## config.mk

```make
export PLATFORM = sky130hd
export DESIGN_NAME = multicycle_ctrl_flat
export DESIGN_NICKNAME = d
export VERILOG_FILES = /design/src/rtl/multicycle_ctrl_if.sv /design/src/rtl/multicycle_ctrl.sv /design/src/flat_wrapper.sv
export SDC_FILE = /design/constraint.sdc
export NUM_CORES = 1
export LEC_CHECK = 0
export ABC_AREA = 0
export ABC_CLOCK_PERIOD_IN_PS = 2300
export CORE_UTILIZATION = 28
export CTS_CLUSTER_SIZE = 28
export DETAILED_ROUTE_END_ITERATION = 16
export GPL_ROUTABILITY_DRIVEN = 0
export MAX_ROUTING_LAYER = met4
export PLACE_DENSITY = 0.64
export SLEW_MARGIN = 20
export SYNTH_ARGS = -nofsm -noshare
export SYNTH_HDL_FRONTEND = slang
export SYNTH_SLANG_ARGS = --single-unit
export TNS_END_PERCENT = 100
```

## constraint.sdc

```tcl
create_clock -name clk -period 2.3 [get_ports clk]
set_input_delay 0.46 -clock clk [delete_from_list [all_inputs] [get_ports clk]]
set_output_delay 0.46 -clock clk [all_outputs]
set_load 0.005 [all_outputs]
```

## src/rtl/multicycle_ctrl_if.sv

```systemverilog
// multicycle_ctrl_if: instruction/bus status into the multi-cycle control FSM and datapath controls out of it
interface multicycle_ctrl_if;
  logic [5:0] opcode;
  logic [5:0] funct;
  logic       irq;
  logic       supervise;
  logic       mem_ack;
  logic       ir_write;
  logic       pc_write;
  logic       pc_write_cond;
  logic [2:0] pc_src;
  logic       reg_write;
  logic [1:0] reg_dst;
  logic [1:0] mem_to_reg;
  logic [1:0] alu_sel;
  logic       alu_src2_imm;
  logic       mem_read;
  logic       mem_write;
  logic [1:0] exc_cause;
  logic [2:0] state;
  logic       instr_done;
  modport master (
    input  opcode, funct, irq, supervise, mem_ack,
    output ir_write, pc_write, pc_write_cond, pc_src, reg_write, reg_dst, mem_to_reg,
           alu_sel, alu_src2_imm, mem_read, mem_write, exc_cause, state, instr_done
  );
  modport slave (
    output opcode, funct, irq, supervise, mem_ack,
    input  ir_write, pc_write, pc_write_cond, pc_src, reg_write, reg_dst, mem_to_reg,
           alu_sel, alu_src2_imm, mem_read, mem_write, exc_cause, state, instr_done
  );
endinterface

```

## src/rtl/multicycle_ctrl.sv

```systemverilog
// multicycle_ctrl: multi-cycle MIPS control FSM with bus-wait timeout, irq and undefined-instruction traps
module multicycle_ctrl #(
  parameter int MEM_TIMEOUT = 15
) (
  input logic               clk,
  input logic               reset,
  multicycle_ctrl_if.master bus
);
  localparam int CW = $clog2(MEM_TIMEOUT + 2);
  localparam logic [2:0] C_R = 3'd0, C_IA = 3'd1, C_LW = 3'd2, C_SW = 3'd3,
                         C_BR = 3'd4, C_J = 3'd5, C_JAL = 3'd6, C_UND = 3'd7;
  typedef enum logic [2:0] {FETCH = 3'd0, DECODE = 3'd1, EXEC = 3'd2, MEM = 3'd3, WB = 3'd4, EXC = 3'd5} state_t;
  state_t        state_q, state_d;
  logic [2:0]    cls_q, cls_d, dec;
  logic [CW-1:0] cnt_q, cnt_d;
  logic [1:0]    cause_q, cause_d;
  logic          timeout, jreg;
  assign dec = bus.opcode == 6'h00 ? C_R :
               bus.opcode[5:3] == 3'b001 ? C_IA :
               bus.opcode == 6'h23 ? C_LW :
               bus.opcode == 6'h2b ? C_SW :
               (bus.opcode == 6'h01 || bus.opcode[5:2] == 4'b0001) ? C_BR :
               bus.opcode == 6'h02 ? C_J :
               bus.opcode == 6'h03 ? C_JAL : C_UND;
  assign jreg      = dec == C_R && bus.funct[5:1] == 5'b00100;
  assign timeout   = MEM_TIMEOUT != 0 && cnt_q == CW'(MEM_TIMEOUT);
  assign bus.state     = state_q;
  assign bus.exc_cause = cause_q;
  always_comb begin
    state_d           = FETCH;
    cls_d             = cls_q;
    cnt_d             = '0;
    cause_d           = cause_q;
    bus.ir_write      = 1'b0;
    bus.pc_write      = 1'b0;
    bus.pc_write_cond = 1'b0;
    bus.pc_src        = 3'd0;
    bus.reg_write     = 1'b0;
    bus.reg_dst       = 2'd0;
    bus.mem_to_reg    = 2'd0;
    bus.alu_sel       = 2'd0;
    bus.alu_src2_imm  = 1'b0;
    bus.mem_read      = 1'b0;
    bus.mem_write     = 1'b0;
    bus.instr_done    = 1'b0;
    // Reset forces every enable low regardless of the state being abandoned
    if (!reset) begin
      case (state_q)
        FETCH: begin
          if (bus.irq && !bus.supervise) begin
            cause_d = 2'd1;
            state_d = EXC;
          end else begin
            bus.ir_write = 1'b1;
            bus.pc_write = 1'b1;
            state_d      = DECODE;
          end
        end
        DECODE: begin
          cls_d = dec;
          if (dec == C_J || dec == C_JAL || jreg) begin
            bus.pc_write   = 1'b1;
            bus.pc_src     = jreg ? 3'd3 : 3'd2;
            bus.reg_write  = dec == C_JAL || (jreg && bus.funct[0]);
            bus.reg_dst    = dec == C_JAL ? 2'd2 : 2'd0;
            bus.mem_to_reg = bus.reg_write ? 2'd2 : 2'd0;
            bus.instr_done = 1'b1;
          end else if (dec == C_UND) begin
            cause_d = 2'd2;
            state_d = EXC;
          end else begin
            state_d = EXEC;
          end
        end
        EXEC: begin
          bus.alu_sel       = cls_q == C_BR ? 2'd1 : (cls_q == C_R || cls_q == C_IA) ? 2'd2 : 2'd0;
          bus.alu_src2_imm  = cls_q == C_IA || cls_q == C_LW || cls_q == C_SW;
          bus.pc_write_cond = cls_q == C_BR;
          bus.pc_src        = cls_q == C_BR ? 3'd1 : 3'd0;
          bus.instr_done    = cls_q == C_BR;
          state_d           = (cls_q == C_R || cls_q == C_IA) ? WB :
                              (cls_q == C_LW || cls_q == C_SW) ? MEM : FETCH;
        end
        MEM: begin
          bus.mem_read   = cls_q == C_LW && (bus.mem_ack || !timeout);
          bus.mem_write  = cls_q == C_SW && (bus.mem_ack || !timeout);
          bus.instr_done = bus.mem_ack && cls_q == C_SW;
          cnt_d          = (bus.mem_ack || timeout) ? '0 : cnt_q + CW'(1);
          cause_d        = (!bus.mem_ack && timeout) ? 2'd3 : cause_q;
          state_d        = bus.mem_ack ? (cls_q == C_LW ? WB : FETCH) : timeout ? EXC : MEM;
        end
        WB: begin
          bus.reg_write  = 1'b1;
          bus.reg_dst    = cls_q == C_R ? 2'd0 : 2'd1;
          bus.mem_to_reg = cls_q == C_LW ? 2'd1 : 2'd0;
          bus.instr_done = 1'b1;
        end
        EXC: begin
          bus.reg_write  = 1'b1;
          bus.reg_dst    = 2'd3;
          bus.mem_to_reg = 2'd2;
          bus.pc_write   = 1'b1;
          bus.pc_src     = cause_q == 2'd1 ? 3'd4 : 3'd5;
        end
        default: state_d = FETCH;
      endcase
    end
  end
  always_ff @(posedge clk) begin
    if (reset) begin
      state_q <= FETCH;
      cls_q   <= C_R;
      cnt_q   <= '0;
      cause_q <= 2'd0;
    end else begin
      state_q <= state_d;
      cls_q   <= cls_d;
      cnt_q   <= cnt_d;
      cause_q <= cause_d;
    end
  end
endmodule

```

## src/flat_wrapper.sv

```systemverilog
// flat-port wrapper written by rule: the top's interface ports become plain ports
module multicycle_ctrl_flat 
#(
  parameter int MEM_TIMEOUT = 15
)
  (clk, reset, bus_opcode, bus_funct, bus_irq, bus_supervise, bus_mem_ack, bus_ir_write, bus_pc_write, bus_pc_write_cond, bus_pc_src, bus_reg_write, bus_reg_dst, bus_mem_to_reg, bus_alu_sel, bus_alu_src2_imm, bus_mem_read, bus_mem_write, bus_exc_cause, bus_state, bus_instr_done);
  multicycle_ctrl_if bus_i ();
  input logic clk;
  input logic reset;
  input wire logic [$bits(bus_i.opcode)-1:0] bus_opcode;
  input wire logic [$bits(bus_i.funct)-1:0] bus_funct;
  input wire logic [$bits(bus_i.irq)-1:0] bus_irq;
  input wire logic [$bits(bus_i.supervise)-1:0] bus_supervise;
  input wire logic [$bits(bus_i.mem_ack)-1:0] bus_mem_ack;
  output wire logic [$bits(bus_i.ir_write)-1:0] bus_ir_write;
  output wire logic [$bits(bus_i.pc_write)-1:0] bus_pc_write;
  output wire logic [$bits(bus_i.pc_write_cond)-1:0] bus_pc_write_cond;
  output wire logic [$bits(bus_i.pc_src)-1:0] bus_pc_src;
  output wire logic [$bits(bus_i.reg_write)-1:0] bus_reg_write;
  output wire logic [$bits(bus_i.reg_dst)-1:0] bus_reg_dst;
  output wire logic [$bits(bus_i.mem_to_reg)-1:0] bus_mem_to_reg;
  output wire logic [$bits(bus_i.alu_sel)-1:0] bus_alu_sel;
  output wire logic [$bits(bus_i.alu_src2_imm)-1:0] bus_alu_src2_imm;
  output wire logic [$bits(bus_i.mem_read)-1:0] bus_mem_read;
  output wire logic [$bits(bus_i.mem_write)-1:0] bus_mem_write;
  output wire logic [$bits(bus_i.exc_cause)-1:0] bus_exc_cause;
  output wire logic [$bits(bus_i.state)-1:0] bus_state;
  output wire logic [$bits(bus_i.instr_done)-1:0] bus_instr_done;
  assign bus_i.opcode = bus_opcode;
  assign bus_i.funct = bus_funct;
  assign bus_i.irq = bus_irq;
  assign bus_i.supervise = bus_supervise;
  assign bus_i.mem_ack = bus_mem_ack;
  assign bus_ir_write = bus_i.ir_write;
  assign bus_pc_write = bus_i.pc_write;
  assign bus_pc_write_cond = bus_i.pc_write_cond;
  assign bus_pc_src = bus_i.pc_src;
  assign bus_reg_write = bus_i.reg_write;
  assign bus_reg_dst = bus_i.reg_dst;
  assign bus_mem_to_reg = bus_i.mem_to_reg;
  assign bus_alu_sel = bus_i.alu_sel;
  assign bus_alu_src2_imm = bus_i.alu_src2_imm;
  assign bus_mem_read = bus_i.mem_read;
  assign bus_mem_write = bus_i.mem_write;
  assign bus_exc_cause = bus_i.exc_cause;
  assign bus_state = bus_i.state;
  assign bus_instr_done = bus_i.instr_done;
  multicycle_ctrl #(.MEM_TIMEOUT(MEM_TIMEOUT)) u_core (.clk(clk), .reset(reset), .bus(bus_i));
endmodule
```

==> run summary <==
Top cell area share: 0.2462
root buffer cell: clkbuf_8
Top delay family on crit path: simple AND/OR/NAND/NOR gates
Post-Synthesis Cells: 143
Signal buffers: 80
part of the cycle the worst path needs: 1.007
layout cells sized above 1: 0.3500
cts hold-fix bufs: 0
Worst EP required: 1.84 ns
antenna violations before repair: 0
Worst Hold Launch: u_core.bus.exc_cause[1]$_SDFFE_PP0P_
clock-cell share of area: 0.02373
Die W: 63.45 um
Cell Type Count: 44
max FFs per register: 5
Main synth FF type: dfxtp_1
area post-placement: 1755 um2
grt ovf: 0
PortBufs: 38
setup ws final: -0.01672 ns
Synth Net Count: 162
Critical Path Start: bus_opcode[5]
ant diodes: 0
Finish-stage setup viols: 1
Max Transition Viols Final: 0
Slew @ Worst Pin: 0.2929 ns
cell taking the most area after synthesis: dfxtp_1
Largest cells by area: dfxtp_1 (25%), nor2_1 (8.2%), a211oi_1 (5.0%)
count leader, synth: nor2_1
critical setup path kind: input pin to output port
largest net degree at the start of global routing: 21
reg2reg start: u_core.cnt_q[0]$_SDFF_PP0_
Non-clock buffering overhead: 0.3645
Crit path top cell by count: buf_6
Mean Syn Cell Area: 7.393 um2
GRT Max-Usage Layer: met2
Reg clk slew, reported paths: 0.05 ns
Reg2Reg Setup Slack: 0.60 ns
DR WL met3: 95 um
vias in the first global route: 1353
Critical Path AT: 1.86 ns
Compound Share, Synth: 0.2651
FP Core Util: 0.3048
Top power group: combinational cells
Placement Setup Slack: -0.7388 ns
Placed Cells: 257
Seq/Total Area, Yosys: 0.2462
Tot Pwr: 0.0007835 W
grt met2 use: 0.3138
Cell Count, Final, Fillers Out: 266
OpenROAD warning count: 28
leakage: 0.8454 nW
DR WL met2: 1.700 mm
minimum clock period after layout: 2.317 ns
VDD IR max: 0.2050 mV
XORs/XNORs by Area: 0.01657
ys cells: 143
Highest Signal Layer: met4
clkbuf count: 4
via/cell ratio: 5.132
WHS: 0.5001 ns
mux frac, synth: 0
switch share: 0.3153
Min-Delay Path Class: flop to flop
Clk pwr share: 0.255
I/O Pins: 39
largest register by flop count: u_core.cnt_q
Critical R2R Capture: u_core.bus.exc_cause[1]$_SDFFE_PP0P_
Pwr Density: 412.8 nW/um2
Commonest Layout Cell: buf_4
Post-synth EDFFs: 0
Seq pwr share: 0.332
DP HPWL: 2.646 mm
met1 GRT Util: 0.2216
Worst Reg-to-Reg Cells: 8
Antenna Nets Post-Route: 0
post-cts sizing count: 63
Gate power share: 0.412
CP bufs+invs: 3
crit-path max FO: 3
RSZ-0062 raised after global routing: yes
design area: 1898 um2
outcome: complete, but fails checks
Non-CTS inverters: 5
fillers: 318
final hold viol count: 0
Psw: 0.0002471 W
Worst setup EP type: output port
Synth Register Bits: 13
clock group power: 0.000200 W
Max Cap Viol: 0
fmax: 0.4316 GHz
Adder Area Share: 0.02367
Syn Std Cell Area: 1057 um2
nets: 240
CTS H-Tree Depth: 1
WP depth: 7
DRT iter0 DRCs: 42
combinational gate count: 118
proportion of synthesized flip-flops having asynchronous set or reset: 0
CP max stage cell: or4_4
post-route setup TNS: -0.01672 ns
Die Ht: 63.45 um
area grow syn2layout: 79.53%
Synth logic family: simple AND/OR/NAND/NOR gates
Relative slew margins: 0.8034
failing checks: negative setup slack
simple-gate share of the synthesized area: 0.4024
logic area: 823.3 um2
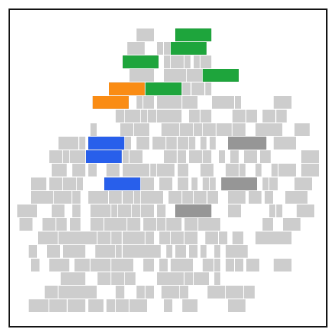
(sequential cells grouped by signal name)
legend:
  u_core.cls_q:
    color: blue
    sequential_cells: 3
  u_core.bus.exc_cause:
    color: orange
    sequential_cells: 2
  u_core.cnt_q:
    color: green
    sequential_cells: 5
    where: north
not colored: 3
flop share of the area: 0.1378
final core occ: 0.5473
Flop area: 261.5 um2
sequential cell power: 0.000260 W

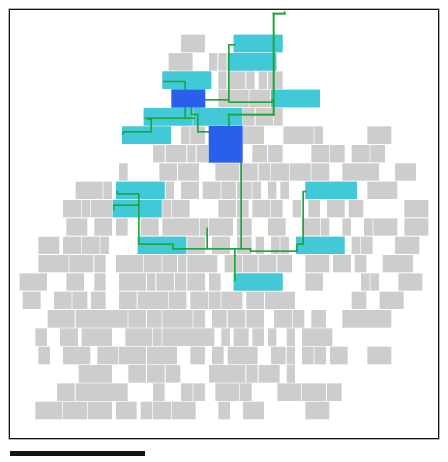
(clock wires, drivers and flops)
Bar = 20 um.
legend:
  clock wires:
    color: green
    length: 172 um
  clock-net drivers:
    color: blue
    count: 3
  flip-flops:
    color: cyan
    count: 13
routed clock nets: 4

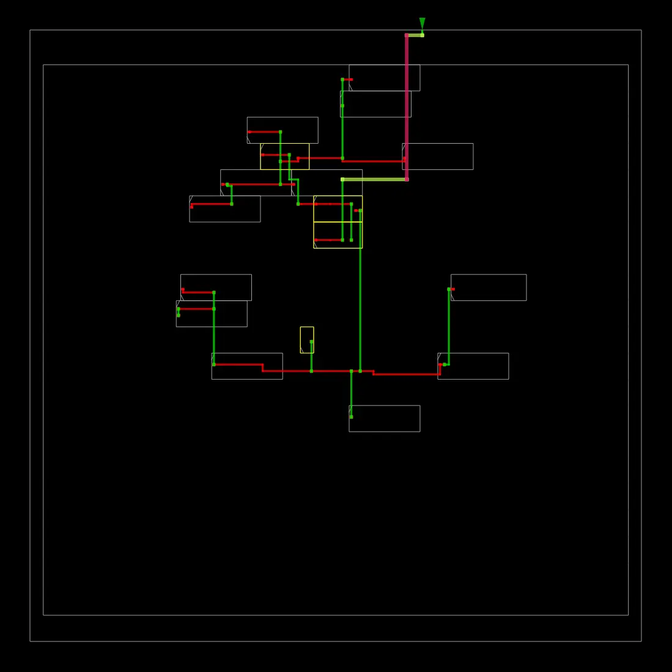
(clock nets)
Latency at later pin: 0.24 ns
worst-case clock skew: 0.007571 ns
flop count: 13
TritonCTS Buffers: 3
clk sinks: 13

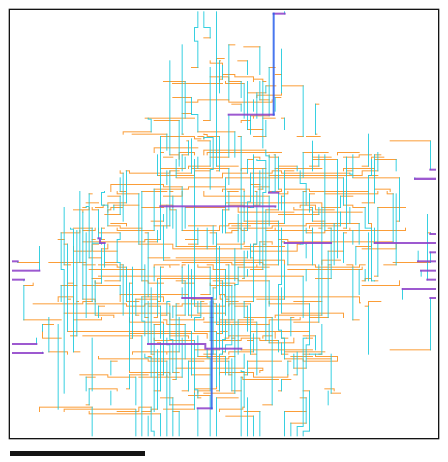
(wiring by layer)
Bar = 20 um.
legend:
  M2:
    color: cyan
    wire_length: 1700 um
  M1:
    color: orange
    wire_length: 1570 um
  M4:
    color: blue
    wire_length: 31.3 um
  M3:
    color: purple
    wire_length: 95.4 um
GRT Util Overall: 0.1816
post-DR wirelength/cell: 12.77 um
final wirelength: 3.396 mm
Vias: 1365

Power and IR drop assume default switching activity.
